==> src/rtl/sync_token_hub.sv <==
// Per-channel producer/consumer occupancy token counters with empty/full decode.
// Optional sticky ovf/udf error flags are built when SYNC_HUB_ERR_EN is defined.
module sync_token_hub #(
  parameter int NumChan    = 4,
  parameter int TokenDepth = 2,
  parameter int InitCnt    = 0,
  parameter int CntW       = $clog2(TokenDepth + 1)
) (
  input  logic                          clk,
  input  logic                          rst,
  input  logic [NumChan-1:0]            wSync,
  input  logic [NumChan-1:0]            rSync,
  input  logic [NumChan-1:0]            flush,
  output logic [NumChan-1:0]            empty,
  output logic [NumChan-1:0]            full,
  output logic [NumChan-1:0][CntW-1:0]  count,
  output logic [NumChan-1:0]            ovfErr,
  output logic [NumChan-1:0]            udfErr,
  input  logic                          clrErr
);

  localparam logic [CntW-1:0] DepthC = CntW'(TokenDepth);
  localparam logic [CntW-1:0] InitC  = CntW'(InitCnt);

  logic [NumChan-1:0][CntW-1:0] countReg;

  genvar gi;
  generate
    for (gi = 0; gi < NumChan; gi++) begin : gChan
      logic wLegal;
      logic rLegal;

      // Legality is judged against the pre-state count only.
      assign wLegal = wSync[gi] && (countReg[gi] != DepthC);
      assign rLegal = rSync[gi] && (countReg[gi] != '0);

      always_ff @(posedge clk) begin
        if (rst) begin
          countReg[gi] <= InitC;
        end else if (flush[gi]) begin
          countReg[gi] <= InitC;
        end else if (wLegal && !rLegal) begin
          countReg[gi] <= countReg[gi] + 1'b1;
        end else if (rLegal && !wLegal) begin
          countReg[gi] <= countReg[gi] - 1'b1;
        end
      end

      assign count[gi] = countReg[gi];
      assign empty[gi] = (countReg[gi] == '0);
      assign full[gi]  = (countReg[gi] == DepthC);

`ifdef SYNC_HUB_ERR_EN
      logic ovfReg;
      logic udfReg;

      // A new error takes priority over clrErr; syncs dropped by flush are not errors.
      always_ff @(posedge clk) begin
        if (rst) begin
          ovfReg <= 1'b0;
          udfReg <= 1'b0;
        end else begin
          if (wSync[gi] && !wLegal && !flush[gi]) begin
            ovfReg <= 1'b1;
          end else if (clrErr) begin
            ovfReg <= 1'b0;
          end
          if (rSync[gi] && !rLegal && !flush[gi]) begin
            udfReg <= 1'b1;
          end else if (clrErr) begin
            udfReg <= 1'b0;
          end
        end
      end

      assign ovfErr[gi] = ovfReg;
      assign udfErr[gi] = udfReg;

`ifndef SYNTHESIS
      always_ff @(posedge clk) begin
        if (!rst && !flush[gi]) begin
          assert (!(wSync[gi] && !wLegal) && !(rSync[gi] && !rLegal));
        end
      end
`endif
`else
      assign ovfErr[gi] = clrErr & 1'b0;
      assign udfErr[gi] = clrErr & 1'b0;
`endif
    end
  endgenerate

endmodule

==> config.mk <==
export PLATFORM = sky130hd
export DESIGN_NAME = sync_token_hub
export DESIGN_NICKNAME = d
export VERILOG_FILES = /design/src/rtl/sync_token_hub.sv
export SDC_FILE = /design/constraint.sdc
export NUM_CORES = 1
export LEC_CHECK = 0
export CORE_MARGIN = 4
export CORE_UTILIZATION = 38
export CTS_BUF_LIST = sky130_fd_sc_hd__clkbuf_4 sky130_fd_sc_hd__clkbuf_8
export DETAILED_ROUTE_END_ITERATION = 8
export GPL_ROUTABILITY_DRIVEN = 0
export GPL_TIMING_DRIVEN = 0
export HOLD_SLACK_MARGIN = 0.12
export PLACE_DENSITY_LB_ADDON = 0.08
export SYNTH_ARGS = -nofsm -noshare
export SYNTH_HDL_FRONTEND = slang
export SYNTH_SLANG_ARGS = --single-unit
==> constraint.sdc <==
create_clock -name clk -period 5.1 [get_ports clk]
set_input_delay 1.02 -clock clk [delete_from_list [all_inputs] [get_ports clk]]
set_output_delay 1.02 -clock clk [all_outputs]
set_load 0.01 [all_outputs]
==> summary.txt <==
yosys + openroad results -> Clock Skew=0.712 ps, MaxCap Viol Count=0, switching power=64.7 uW, core area=1330 um^2, DR DRC count=0, Leakage=0.391 nW, max FFs per register=8, die width=46.2 um, Yosys Instances=62, global route total overflow=0, final hold violation count=0, synthesized netlist cell count=62, GRT Total Usage=13.2%, Avg WL per Cell=10.9 um, top cells by area, synth=dfxtp_1, xor2_1, buf_4, crit path DRT=4080 ps, first-pass GRT wire length=1.93 mm, DRT antenna net count=0, CTS tree=done, root buffer cell=clkbuf_4, IO buf count=28, power density over the cells=233 nW/um^2, Critical Path End Type=primary output, post-synthesis sequential area ratio=28.8%, Reg clk slew, reported paths=50 ps, post-cts sizing count=0, H-tree levels=1, Sw Ratio=30.7%, Vias/cell=4.59, top cells by count=buf_4, dfxtp_1, o21ai_0, xor2_1, Finished Cell Area=903 um^2, DRT Pass-1 Iters=3, YS chip area=556 um^2, num ports=39, setup bufs post-CTS=0, status=finished, final reports clean, fraction of registers with async set/reset=0%, CTS buffer count=3, Clock Power Share=23.2%, fin crit period=2430 ps, layout cells sized above 1=17.0%, n_diodes=0, setup repair after global routing missed its margin=false, Filler cells=127, starting DRC count in detailed routing=4, worst stage delay on the critical path=480 ps, CTS Hold Buffers Added=0, Area growth syn-to-layout=62.6%, die height=46.2 um, Floorplan Utilization=41.7%, Top Family by Delay on Critical Path=buffers and inverters, Final setup viols=0, synth unique cells=14, DP Wirelength=1.04 mm, register share of total power=35.9%, initial antenna violation count=0, Setup TNS Final=0 ps, Sinks on Clock Net=8, DIE AREA=2140 um^2, Synth Cell Area=556 um^2, worst path cell trace=and2b_2, clkdlybuf4s50_1, crit path max fanout=6, layout net count=121, Vias=528, synthesis warning total=0, tool warnings=27, Max Fclk=0.411 GHz, Dominant flop cell=dfxtp_1, vias in the first global route=452, Max clock buf depth=2, Max IR drop VDD=0.139 mV, post-synth tally of flip-flops with integrated enable=0, post-synthesis area per instance=8.96 um^2, placed instance area=881 um^2, drt total wl=1.25 mm, FP Rows=13
==> cell families (layout without fill, tap and decap cells) <==
group,Yosys count,count (layout),share of synthesized area (%)
and+or+nand+nor,20,20,21.2
AOI/OAI and AO/OA,12,12,16.2
buffers and inverters,9,40,11.5
xor gates and xnor gates,8,8,12.6
DFF,8,8,28.8
adders and majority gates,4,4,9.01
other,1,8,0.675
==> power by group through the flow <==
stage | clock network [mW] | logic (mW) | registers [mW]
3_5_place_dp | 0 | 0.0864 | 0.0771
6_report | 0.0488 | 0.0862 | 0.0755
5_1_grt | 0.0546 | 0.0944 | 0.0770
2_1_floorplan | 0 | 0.0456 | 0.0780
4_1_cts | 0.0515 | 0.0872 | 0.0758
3_3_place_gp | 0 | 0.0844 | 0.0767
==> metal layers <==
metal | GRT usage [%] | wire length, um | share of wire (%)
met1 | 14.0 | 494 | 39
met2 | 21.7 | 608 | 49
met3 | 4.69 | 119 | 9.5
met4 | 8.52 | 31 | 2.5
met5 | 0 | 0 | 0
==> path summary, 6_finish.rpt <==
| check | slack (ps) | from | endpoint | cells past startpoint |
|---|---|---|---|---|
| max | 2670 | count[4] | full[2] | 2 |
| min | 560 | count[7] | count[7] | 2 |
| max reg2reg | 3350 | count[4] | count[5] | 5 |
| min reg2reg | 560 | count[7] | count[7] | 2 |
==> per-stage QoR <==
step / utilization [%] / total power [mW] / instances / worst slack [ps]
floorplan: - / 0.124 / 69 / 3000
global placement: 66.0 / 0.161 / 112 / 2550
detailed placement: 66.0 / 0.163 / 112 / 2530
CTS: 67.7 / 0.215 / 115 / 2640
global route: 67.7 / 0.226 / 115 / 2610
finish: 67.7 / 0.210 / 115 / 2670
==> area by class of cell <==
cell class / instances / area [um^2] / area share [%]
multi-input cells: 52 / 358 / 39.6
repair buffers: 28 / 280 / 31.0
flip-flops and latches: 8 / 160 / 17.7
plain buffers: 9 / 63.8 / 7.06
clock buffers: 3 / 22.5 / 2.49
well taps: 15 / 18.8 / 2.08
==> placed cells by master (no fill, tap or decap), types with 2 or more instances in the layout <==
| cell type | netlist | routed |
|---|---|---|
| nor3_1 | 4 | 4 |
| conb_1 | 1 | 8 |
| and2b_2 | 2 | 2 |
| ha_1 | 4 | 4 |
| clkdlybuf4s50_1 | 0 | 28 |
| nor2b_1 | 4 | 4 |
| buf_4 | 8 | 8 |
| nor2_1 | 4 | 4 |
| dfxtp_1 | 8 | 8 |
| xor2_1 | 8 | 8 |
| a211oi_2 | 4 | 4 |
| clkbuf_4 | 0 | 3 |
| and2b_1 | 2 | 2 |
| o21ai_0 | 8 | 8 |
| or3_1 | 4 | 4 |
==> tightest hold or removal path: cells and delay by family (launching register included) <==
| family | cells | cell delay, ps |
|---|---|---|
| flops | 1 | 340 |
| compound gates | 2 | 180 |
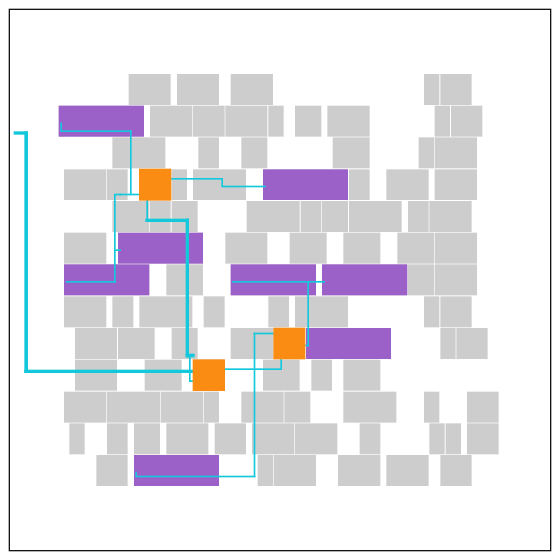
Figure 1: clock distribution.
[cyan] clock wires | length: 142 um
[purple] flip-flops | count: 8
[orange] clock-net drivers | count: 3
routed clock nets: 4

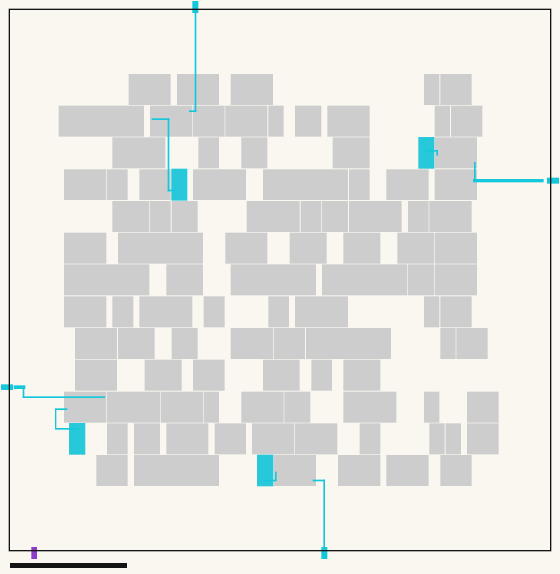
Figure 2: I/O nets highlighted.
The bar under the picture is 10 um long.
| colour | port | direction | end cells | buffers |
|---|---|---|---|---|
| purple | clrErr | input | 0 | 0 |
| cyan | empty | output | 4 | 4 |

Power figures rest on the tool's default switching activity, not on a simulated workload.
